File: config.mk
export PLATFORM = sky130hd
export DESIGN_NAME = demux_1_8_buf_flat
export DESIGN_NICKNAME = d
export VERILOG_FILES = /design/src/rtl/demux_1_8_buf_pkg.sv /design/src/rtl/demux_1_8_buf_if.sv /design/src/rtl/demux_1_8_buf_lane.sv /design/src/rtl/demux_1_8_buf.sv /design/src/flat_wrapper.sv
export SDC_FILE = /design/constraint.sdc
export NUM_CORES = 1
export LEC_CHECK = 0
export CAP_MARGIN = 20
export CORE_AREA = 10 10 149 165
export CTS_CLUSTER_DIAMETER = 100
export CTS_CLUSTER_SIZE = 24
export DETAILED_ROUTE_END_ITERATION = 10
export DIE_AREA = 0 0 159 175
export PLACE_DENSITY = 0.85
export RECOVER_POWER = 50
export SLEW_MARGIN = 20
export SYNTH_ARGS = -nofsm -noshare
export SYNTH_HDL_FRONTEND = slang
export SYNTH_SLANG_ARGS = --single-unit
File: constraint.sdc
create_clock -name clk -period 6.95 [get_ports clk]
set_input_delay 1.39 -clock clk [delete_from_list [all_inputs] [get_ports clk]]
set_output_delay 1.39 -clock clk [all_outputs]
set_load 0.1 [all_outputs]
File: src/rtl/demux_1_8_buf_pkg.sv
// demux_1_8_buf_pkg: shared lane-count constants and helpers for 1:N distributors and N:1 mux trees
package demux_1_8_buf_pkg;
  localparam int LANES = 8;
  localparam int SEL_W = 3;
  localparam int OCC_W = 4;
  function automatic logic [OCC_W-1:0] popcount(input logic [LANES-1:0] v);
    popcount = '0;
    for (int i = 0; i < LANES; i++) popcount += OCC_W'(v[i]);
  endfunction
endpackage

File: src/rtl/demux_1_8_buf_if.sv
// demux_1_8_buf_if: producer port and eight consumer lanes of the buffered 1:8 distributor
interface demux_1_8_buf_if #(parameter int bus_size = 32);
  import demux_1_8_buf_pkg::*;
  logic in_valid;
  logic in_ready;
  logic [SEL_W-1:0] in_sel;
  logic [bus_size-1:0] in_data;
  logic [LANES-1:0] out_valid;
  logic [LANES-1:0] out_ready;
  logic [LANES*bus_size-1:0] out_data;
  logic [OCC_W-1:0] occupancy;
  modport master(output in_valid, in_sel, in_data, out_ready, input in_ready, out_valid, out_data, occupancy);
  modport slave(input in_valid, in_sel, in_data, out_ready, output in_ready, out_valid, out_data, occupancy);
endinterface

File: src/rtl/demux_1_8_buf_lane.sv
// demux_lane: one-entry holding register; a load in the same cycle as a drain keeps the lane full
module demux_lane #(parameter int bus_size = 32) (
  input  logic clk,
  input  logic rst_n,
  input  logic load,
  input  logic drain,
  input  logic [bus_size-1:0] d,
  output logic full,
  output logic full_next,
  output logic [bus_size-1:0] q
);
  assign full_next = load || (full && !drain);
  always_ff @(posedge clk or negedge rst_n) begin
    if (!rst_n) begin
      full <= 1'b0;
      q <= '0;
    end else begin
      full <= full_next;
      if (load) q <= d;
    end
  end
endmodule

File: src/rtl/demux_1_8_buf.sv
// demux_1_8_buf: routes each accepted word to the lane chosen by in_sel; each lane drains on its own handshake
module demux_1_8_buf import demux_1_8_buf_pkg::*; #(parameter int bus_size = 32) (
  input logic clk,
  input logic rst_n,
  demux_1_8_buf_if.slave bus
);
  logic [LANES-1:0] full, full_next, load, drain;
  logic [LANES*bus_size-1:0] data;
  logic [OCC_W-1:0] occ;
  // only the selected lane gates acceptance; its consumer's ready frees it in the same cycle
  assign bus.in_ready = !full[bus.in_sel] || bus.out_ready[bus.in_sel];
  assign load = (bus.in_valid && bus.in_ready) ? {{(LANES-1){1'b0}}, 1'b1} << bus.in_sel : '0;
  assign drain = full & bus.out_ready;
  assign bus.out_valid = full;
  assign bus.out_data = data;
  assign bus.occupancy = occ;
  for (genvar i = 0; i < LANES; i++) begin : g_lane
    demux_lane #(.bus_size(bus_size)) u_lane (
      .clk(clk),
      .rst_n(rst_n),
      .load(load[i]),
      .drain(drain[i]),
      .d(bus.in_data),
      .full(full[i]),
      .full_next(full_next[i]),
      .q(data[i*bus_size +: bus_size])
    );
  end
  always_ff @(posedge clk or negedge rst_n) begin
    if (!rst_n) occ <= '0;
    else occ <= popcount(full_next);
  end
endmodule
File: src/flat_wrapper.sv
// flat-port wrapper written by rule: the top's interface ports become plain ports
module demux_1_8_buf_flat import demux_1_8_buf_pkg::*;
#(parameter int bus_size = 32)
  (clk, rst_n, bus_in_valid, bus_in_sel, bus_in_data, bus_out_ready, bus_in_ready, bus_out_valid, bus_out_data, bus_occupancy);
  demux_1_8_buf_if #(.bus_size(bus_size)) bus_i ();
  input logic clk;
  input logic rst_n;
  input wire logic [$bits(bus_i.in_valid)-1:0] bus_in_valid;
  input wire logic [$bits(bus_i.in_sel)-1:0] bus_in_sel;
  input wire logic [$bits(bus_i.in_data)-1:0] bus_in_data;
  input wire logic [$bits(bus_i.out_ready)-1:0] bus_out_ready;
  output wire logic [$bits(bus_i.in_ready)-1:0] bus_in_ready;
  output wire logic [$bits(bus_i.out_valid)-1:0] bus_out_valid;
  output wire logic [$bits(bus_i.out_data)-1:0] bus_out_data;
  output wire logic [$bits(bus_i.occupancy)-1:0] bus_occupancy;
  assign bus_i.in_valid = bus_in_valid;
  assign bus_i.in_sel = bus_in_sel;
  assign bus_i.in_data = bus_in_data;
  assign bus_i.out_ready = bus_out_ready;
  assign bus_in_ready = bus_i.in_ready;
  assign bus_out_valid = bus_i.out_valid;
  assign bus_out_data = bus_i.out_data;
  assign bus_occupancy = bus_i.occupancy;
  demux_1_8_buf #(.bus_size(bus_size)) u_core (.clk(clk), .rst_n(rst_n), .bus(bus_i));
endmodule
**Placed cells, one colour a class**

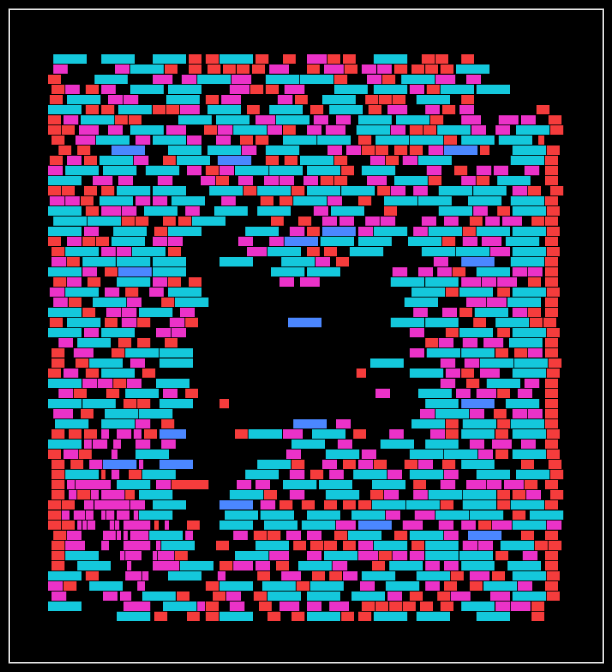
Cyan marks flops, cells 268. Red marks other buffers and delay cells, cells 321. Magenta marks combinational and other logic, cells 307. Blue marks clock drivers and dummy loads, cells 16.
final instance area: 14190 um^2
Row Count: 56
Final Util: 67.28%
flop share of the area: 47.26%

**Logic cells by family**

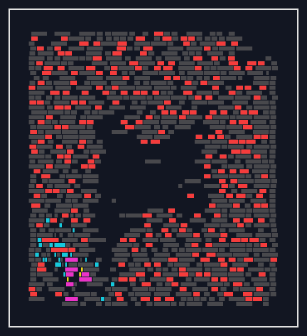
Cyan marks NAND gates, cells 21, most used nand2_1, where lower left. Red marks multiplexers, cells 259, most used mux2_2, where spread over the die. Yellow marks inverters, cells 3, most used inv_1. Magenta marks adder and majority cells, cells 7, most used fa_1, where lower left.

==> out/qor.yml <==
outcome: "finished with violations"
violations: "max-capacitance violations, max-slew violations"
fin_setup_tns_ns: 0
ys_types: 30
cp.required_ns: 7.32
clkTransAtPathRegs_ns: 0.10
ff2ff_setup_slack_ns: 2.57
postCtsSetupBuffers: 0
top_cells_by_area: "dfrtp_1 63%, mux2_2 20%, mux2_4 8.4%"
ys_area_um2: 10660
largest-register: "u_core.g_lane.u_lane.q"
cap_violations: 5
combGateArea_um2: 3511
die_h_um: 175
crit_end: "u_core.bus.occupancy[2]$_DFF_PN0_"
cp-startpoint: "bus_in_valid"
use_met2_pct: 33.06
async_flop_share_pct: 100.0
grt_pass1_vias: 6835
io-pin-count: 315
worst_pin_slew_ns: 2.959
warnings: 30
synth_top_area_share_pct: 62.90
top_layer: "met4"
timing.final.hold_violations: 0
xor_share_pct: 0.08215
cp_data_arrival_time_ns: 6.16
nNetsFinal: 966
ff2ff_path_depth: 9
largest_reg_flops: 256
largestPowerGroup: "combinational logic"
syn_area_um2: 10660
antenna_found_initial: 0
cts-root-buf: "clkbuf_16"
seq_area_um2: 6706
cts_max_level: 1
slowest_delay_ns: 1.66
top_usage_layer: "met2"
met2_length_mm: 13.79
p_seq_mw: 2.08
yosysWarnings: 0
antennaDiodeCount: 0
clock-sinks: 268
drcViolationCount: 0
p_per_area_nw_per_um2: 481.5
mostFrequentLayoutCell: "clkdlybuf4s50_1"
fin_ws_ns: 1.162
final_cell_mix: "310 x clkdlybuf4s50_1, 268 x dfrtp_1, 190 x mux2_2"
die-area_um2: 27830
wl_met1_mm: 11.45
wl_per_cell_um: 23.81
cts.path.max_buffers: 3
powerClk_mw: 0.889
fin_hold_ws_ns: 0.4969
ys_sh_adder_pct: 1.103
final_cells: 1202
min_period_ns: 5.788
yosys-dominant-comb-family: "multiplexers"
syn_to_final_growth_pct: 33.10
ys_sh_simple_pct: 2.371
post_cts_resized: 0
slew_violations: 374
rsz0062_at_grt: "false"
yosysTopAreaCell: "dfrtp_1"
fp.coreArea_um2: 21090
worst-path-stages: 10
grt_max_degree: 147
drive_gt1_share_pct: 30.04
worst-path-buf-inv: 3
start_kind: "input port"
critPathSlowestCell: "clkbuf_1"
mux_share_pct: 29.75
relSlewSlack_pct: -97.25
initial_core_util_pct: 50.55
total_power_mw: 6.833
skew_ns: 0.02246
[final cells by class]
cell class / count / share of cell area (%)
Clock inverter: 1 / 0.1411
Sequential cell: 268 / 47.26
Timing Repair Buffer: 321 / 22.57
Inverter: 3 / 0.07936
Tap cell: 290 / 2.557
Clock buffer: 15 / 2.645
Multi-Input combinational cell: 304 / 24.74
[Yosys cell counts (2+ instances only)]
library cell and count:
fa_1 4, nor2_1 2, inv_1 3, mux4_1 2, nor2b_4 3, mux2_2 190
ha_1 3, nand2_1 9, buf_6 14, mux2_1 7, nand3_4 2, buf_4 12
nand2b_1 7, mux2_4 60, and3_1 2, buf_2 3, dfrtp_1 268, nor2b_1 3
buf_12 6
